===== src/rtl/rr_chan_mux_pkg.sv =====
// Shared definitions for the round-robin channel mux.
// Mode encodings used by the top-level grant selector.
package rr_chan_mux_pkg;

  localparam logic MODE_FIXED = 1'b0;
  localparam logic MODE_RR    = 1'b1;

endpackage


===== src/rtl/rr_chan_mux_if.sv =====
// Handshake bundle between N streaming producers, the mux and
// the shared downstream consumer.
interface rr_chan_mux_if #(
  parameter int W = 8,
  parameter int N = 4
);
  localparam int SW = $clog2(N);

  logic          mode;
  logic [SW-1:0] sel;
  logic [N*W-1:0] in_data;
  logic [N-1:0]  in_valid;
  logic [N-1:0]  in_ready;
  logic [W-1:0]  out_data;
  logic [SW-1:0] out_ch;
  logic          out_valid;
  logic          out_ready;

  modport slave (
    input  mode, sel, in_data, in_valid, out_ready,
    output in_ready, out_data, out_ch, out_valid
  );

  modport master (
    output mode, sel, in_data, in_valid, out_ready,
    input  in_ready, out_data, out_ch, out_valid
  );

endinterface


===== src/rtl/rr_arbiter.sv =====
// Combinational rotate-priority arbiter: first requester at or
// after ptr, wrapping at N-1 (N need not be a power of two).
module rr_arbiter #(
  parameter  int N  = 4,
  localparam int SW = $clog2(N)
) (
  input  logic [N-1:0]  req,
  input  logic [SW-1:0] ptr,
  output logic [N-1:0]  gnt,
  output logic [SW-1:0] gnt_idx,
  output logic          gnt_valid
);

  localparam logic [SW:0] NL = (SW+1)'(N);

  logic [SW:0]   pos;
  logic [SW-1:0] idx;

  always_comb begin
    gnt_idx   = '0;
    gnt_valid = 1'b0;
    pos       = '0;
    idx       = '0;
    for (int k = 0; k < N; k++) begin
      pos = {1'b0, ptr} + (SW+1)'(k);
      if (pos >= NL) pos = pos - NL;
      idx = pos[SW-1:0];
      if (!gnt_valid && req[idx]) begin
        gnt_valid = 1'b1;
        gnt_idx   = idx;
      end
    end
  end

  always_comb begin
    gnt = '0;
    for (int i = 0; i < N; i++)
      gnt[i] = gnt_valid && (gnt_idx == SW'(i));
  end

endmodule


===== src/rtl/rr_chan_mux.sv =====
// N-channel registered stream mux, fixed-select or round-robin,
// with a single backpressured output register.
module rr_chan_mux
  import rr_chan_mux_pkg::*;
#(
  parameter int W = 8,
  parameter int N = 4
) (
  input logic        clk,
  input logic        rst,
  rr_chan_mux_if.slave bus
);

  localparam int SW = $clog2(N);

  logic [SW-1:0] ptr_q, ptr_d;
  logic [W-1:0]  data_q, data_d;
  logic [SW-1:0] ch_q, ch_d;
  logic          valid_q, valid_d;

  logic [N-1:0]  rr_gnt, fx_gnt, gnt;
  logic [SW-1:0] rr_idx, g_idx;
  logic          rr_valid, fx_valid, g_valid;
  logic          load_en, xfer;
  logic [W-1:0]  g_data;

  rr_arbiter #(.N(N)) u_arb (
    .req       (bus.in_valid),
    .ptr       (ptr_q),
    .gnt       (rr_gnt),
    .gnt_idx   (rr_idx),
    .gnt_valid (rr_valid)
  );

  // An out-of-range sel matches no channel, so it never grants.
  always_comb begin
    fx_gnt = '0;
    for (int i = 0; i < N; i++)
      fx_gnt[i] = bus.in_valid[i] && (bus.sel == SW'(i));
  end

  assign fx_valid = |fx_gnt;
  assign load_en  = !valid_q || bus.out_ready;

  always_comb begin
    if (bus.mode == MODE_RR) begin
      gnt     = rr_gnt;
      g_idx   = rr_idx;
      g_valid = rr_valid;
    end else begin
      gnt     = fx_gnt;
      g_idx   = bus.sel;
      g_valid = fx_valid;
    end
  end

  assign xfer         = !rst && load_en && g_valid;
  assign bus.in_ready = xfer ? gnt : '0;

  always_comb begin
    g_data = '0;
    for (int i = 0; i < N; i++)
      if (g_idx == SW'(i)) g_data = bus.in_data[i*W +: W];
  end

  always_comb begin
    data_d  = data_q;
    ch_d    = ch_q;
    valid_d = valid_q;
    ptr_d   = ptr_q;
    if (load_en) begin
      valid_d = g_valid;
      if (g_valid) begin
        data_d = g_data;
        ch_d   = g_idx;
        if (bus.mode == MODE_RR)
          ptr_d = (g_idx == SW'(N-1)) ? '0 : g_idx + SW'(1);
      end
    end
  end

  always_ff @(posedge clk) begin
    if (rst) begin
      data_q  <= '0;
      ch_q    <= '0;
      valid_q <= 1'b0;
      ptr_q   <= '0;
    end else begin
      data_q  <= data_d;
      ch_q    <= ch_d;
      valid_q <= valid_d;
      ptr_q   <= ptr_d;
    end
  end

  assign bus.out_data  = data_q;
  assign bus.out_ch    = ch_q;
  assign bus.out_valid = valid_q;

endmodule


===== src/flat_wrapper.sv =====
// flat-port wrapper written by rule: the top's interface ports become plain ports
module rr_chan_mux_flat import rr_chan_mux_pkg::*;
#(
  parameter int W = 8,
  parameter int N = 4
)
  (clk, rst, bus_mode, bus_sel, bus_in_data, bus_in_valid, bus_out_ready, bus_in_ready, bus_out_data, bus_out_ch, bus_out_valid);
  rr_chan_mux_if #(.W(W), .N(N)) bus_i ();
  input logic clk;
  input logic rst;
  input wire logic [$bits(bus_i.mode)-1:0] bus_mode;
  input wire logic [$bits(bus_i.sel)-1:0] bus_sel;
  input wire logic [$bits(bus_i.in_data)-1:0] bus_in_data;
  input wire logic [$bits(bus_i.in_valid)-1:0] bus_in_valid;
  input wire logic [$bits(bus_i.out_ready)-1:0] bus_out_ready;
  output wire logic [$bits(bus_i.in_ready)-1:0] bus_in_ready;
  output wire logic [$bits(bus_i.out_data)-1:0] bus_out_data;
  output wire logic [$bits(bus_i.out_ch)-1:0] bus_out_ch;
  output wire logic [$bits(bus_i.out_valid)-1:0] bus_out_valid;
  assign bus_i.mode = bus_mode;
  assign bus_i.sel = bus_sel;
  assign bus_i.in_data = bus_in_data;
  assign bus_i.in_valid = bus_in_valid;
  assign bus_i.out_ready = bus_out_ready;
  assign bus_in_ready = bus_i.in_ready;
  assign bus_out_data = bus_i.out_data;
  assign bus_out_ch = bus_i.out_ch;
  assign bus_out_valid = bus_i.out_valid;
  rr_chan_mux #(.W(W), .N(N)) u_core (.clk(clk), .rst(rst), .bus(bus_i));
endmodule

===== config.mk =====
export PLATFORM = sky130hd
export DESIGN_NAME = rr_chan_mux_flat
export DESIGN_NICKNAME = d
export VERILOG_FILES = /design/src/rtl/rr_chan_mux_pkg.sv /design/src/rtl/rr_chan_mux_if.sv /design/src/rtl/rr_arbiter.sv /design/src/rtl/rr_chan_mux.sv /design/src/flat_wrapper.sv
export SDC_FILE = /design/constraint.sdc
export NUM_CORES = 1
export LEC_CHECK = 0
export ABC_AREA = 1
export CAP_MARGIN = 30
export CORE_MARGIN = 1.5
export CORE_UTILIZATION = 25
export DETAILED_ROUTE_END_ITERATION = 16
export GPL_TIMING_DRIVEN = 0
export PLACE_DENSITY_LB_ADDON = 0.3
export SYNTH_ARGS = -nofsm -noshare
export SYNTH_HDL_FRONTEND = slang
export SYNTH_SLANG_ARGS = --single-unit

===== constraint.sdc =====
create_clock -name clk -period 2.49 [get_ports clk]
set_clock_uncertainty 0.2 [all_clocks]
set_input_delay 0.498 -clock clk [delete_from_list [all_inputs] [get_ports clk]]
set_output_delay 0.498 -clock clk [all_outputs]
set_load 0.005 [all_outputs]

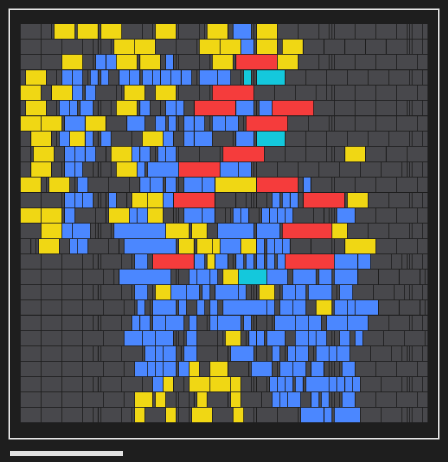
(cell classes on the final placement)
Bar = 20 um. Fill, decap, tap and diode cells in gray.
color	class	cells
cyan	clock drivers and dummy loads	4
yellow	other buffers and delay cells	75
red	flops	13
blue	all other logic	201

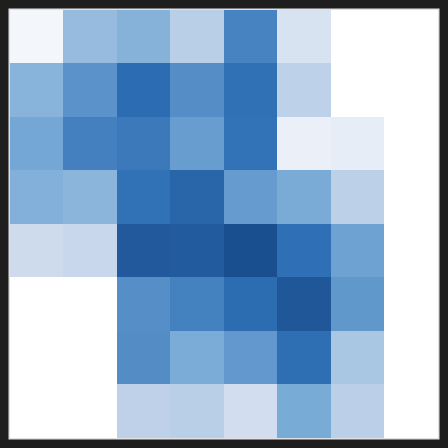
(placement density heat map)
The die is cut into 8 by 8 equal tiles; white is low, dark blue is high, 0 to 100% covered.
nearly empty tiles	25%
tiles over 75% full	11%
fullest tile	88%
mean over tiles	39%

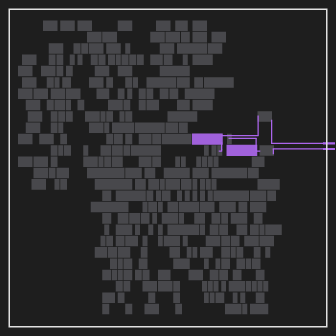
(port wiring)
color	port	direction	edge	end cells	buffers	wire
purple	`bus_out_ch`	output	east	2	2	58.4 um

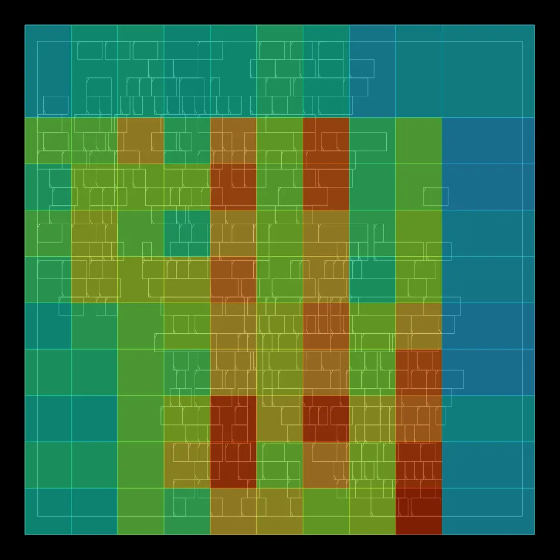
(congestion heat map)
GR Util met2: 0.2386
final core utilization: 0.4530
wire length per cell after detailed routing: 11.59 um
met1 Resource Use GR: 0.1754

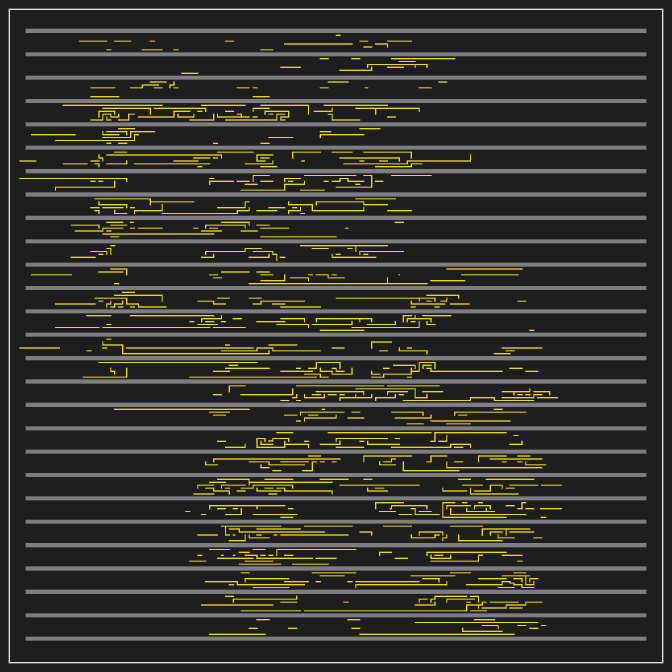
(signal wires on met1)
Supply wires on this layer in gray.
wire length on this layer	1840 um
nets with wire on the layer	297

==> qor.rpt <==
===============================================================================================
Max reg flops ....................................................................            8
Synthesized cell area ............................................................    1328 um^2
Inverter count ...................................................................           22
Maximum buffer depth of the clock tree ...........................................            2
Flip-flops .......................................................................           13
Total routing usage reported by global routing ...................................       0.1368
I/O Pins .........................................................................           57
Reported sequential group power ..................................................   0.000274 W
Number of global-route vias before repair ........................................         1423
Minimum setup slack among reg-to-reg paths .......................................     -0.02 ns
Worst hold path depth ............................................................            2
Synth Area per Inst ..............................................................   5.953 um^2
Placed Instance Area .............................................................    1979 um^2
Core Box Area ....................................................................    5107 um^2
Yosys Chip Area ..................................................................    1328 um^2
Class of the tightest hold or removal check ......................................   reg -> reg
Power drawn by the combinational cells ...........................................   0.000827 W
Area share of the leading cell type in the synthesized netlist ...................       0.1960
Worst Setup End Kind ............................................................. primary output
Proportion of layout cells with a drive suffix above 1 ...........................       0.3788
Relative contribution of sequential cells to total power .........................        0.212
Worst slack after detailed placement .............................................   -0.9190 ns
Violations in the final reports .................................................. setup timing
Clock input transition at the sequential cells of the worst setup and hold paths .      0.06 ns
Clock tree from TritonCTS ........................................................        built
Synthesized flop and latch total .................................................           13
CP arrival .......................................................................      1.87 ns
Outcome .......................................................................... finished with violations
Cell variety after synth .........................................................           25
Most repeated cell in the gate-level netlist after synthesis .....................      nand2_1
Top achievable clock speed .......................................................   0.3893 GHz
Sum of negative setup slack ......................................................   -0.2739 ns
Count of mapped cells out of synthesis ...........................................          223
Num CTS Buffers ..................................................................            3
WL met2 ..........................................................................      2171 um
Cells after DPL ..................................................................          348
Minimum setup slack in the final design ..........................................  -0.07896 ns
Period Utilization, post-route ...................................................        1.032
Top power consumer group ......................................................... combinational cells
Net count of the mapped netlist ..................................................          269
Most frequent cells in the layout ................................................ clkdlybuf4s50_1 (45), nand2_1 (42), nand2_2 (27)
Kind of start point of the critical path .........................................     register
Net switching share of the total power ...........................................       0.4190
Xor and xnor area share after synthesis ..........................................            0
Max-capacitance violation count ..................................................            0
Worst reg2reg path startpoint .................................................... u_core.ptr_q[0]
Antenna violations before repair .................................................            0
Total routed wirelength ..........................................................      4206 um
Depth of the most critical reg-to-reg path .......................................           17
Synth Area in Adders .............................................................      0.03770
Total chip power .................................................................   0.001292 W
Post-route standard cell area excluding fillers ..................................    2313 um^2
Chip area ........................................................................    5756 um^2
Largest net degree at the start of global routing ................................           11
Combinational share of cell area .................................................       0.4932
Slowest stage cell on the critical path ..........................................      dfxtp_4
Buffering overhead ...............................................................       0.2904
Cells traversed along the worst timing path ...................................... buf_8 > nand2_4 > nand3_2 > nand2_4 > nor2_4 > nand3_2 > nand2_4 > nand2_4 > nor2_4 > nand2_2 > a21oi_2 > buf_2
Violation count after the first detailed-route iteration .........................           79
Number of remaining DRC errors ...................................................            0
Async S/R FF share, synth ........................................................            0
Combinational fraction of design power ...........................................        0.641
Placement row count ..............................................................           26
Most common library cells after synthesis ........................................ nand2_1 (61), nand3_1 (26), inv_1 (19), o21ai_0 (17)
Net switching component of the power .............................................  0.0005413 W
DPL Wire Length ..................................................................      3081 um
Worst hold slack .................................................................    0.2636 ns
Highest ir drop seen on vdd ......................................................  0.0001776 V
Largest cell class by area ....................................................... combinational gates
Max_slew headroom ................................................................       0.5657
Worst skew pair latency ..........................................................      0.25 ns
Final Hold Viols .................................................................            0
Highest routing layer actually used ..............................................         met4
Post-layout net count ............................................................          340
Top fanout value on the critical path ............................................            5
Routability cong. ................................................................       0.8109
Mux share of post-synthesis cell area ............................................            0
Routed met1 length ...............................................................      1835 um
Most frequent logic cell in the layout ........................................... clkdlybuf4s50_1
Clock buf/inv share ..............................................................      0.01947
Static Leakage ...................................................................    0.9977 nW
Minimum period implied by the final worst setup slack ............................     2.569 ns
Horizontal extent of the die .....................................................     75.87 um
Worst r2r dst .................................................................... u_core.bus.out_data[0]
Final count of negative-setup-slack endpoints ....................................            9
Critical Path Most Common Cell ...................................................      nand2_4
Synth Seq Share ..................................................................       0.1960
Leading register cell type out of synthesis ......................................      dfxtp_1
Drt first pass iters .............................................................            4
Logic cell area ..................................................................    1141 um^2
Launch point of the worst path ................................................... u_core.ptr_q[0]
Depth of the CTS H-tree ..........................................................            1
Met3 wire len ....................................................................       163 um
Basic Gates by Area ..............................................................       0.4835
Global Route met3 Usage ..........................................................      0.01587
CP delay by family, top .......................................................... simple AND/OR/NAND/NOR gates
Worst setup path endpoint ........................................................ bus_in_ready[3]
Multi-input combinational cell count .............................................          179
===============================================================================================
Power and IR drop assume default switching activity.
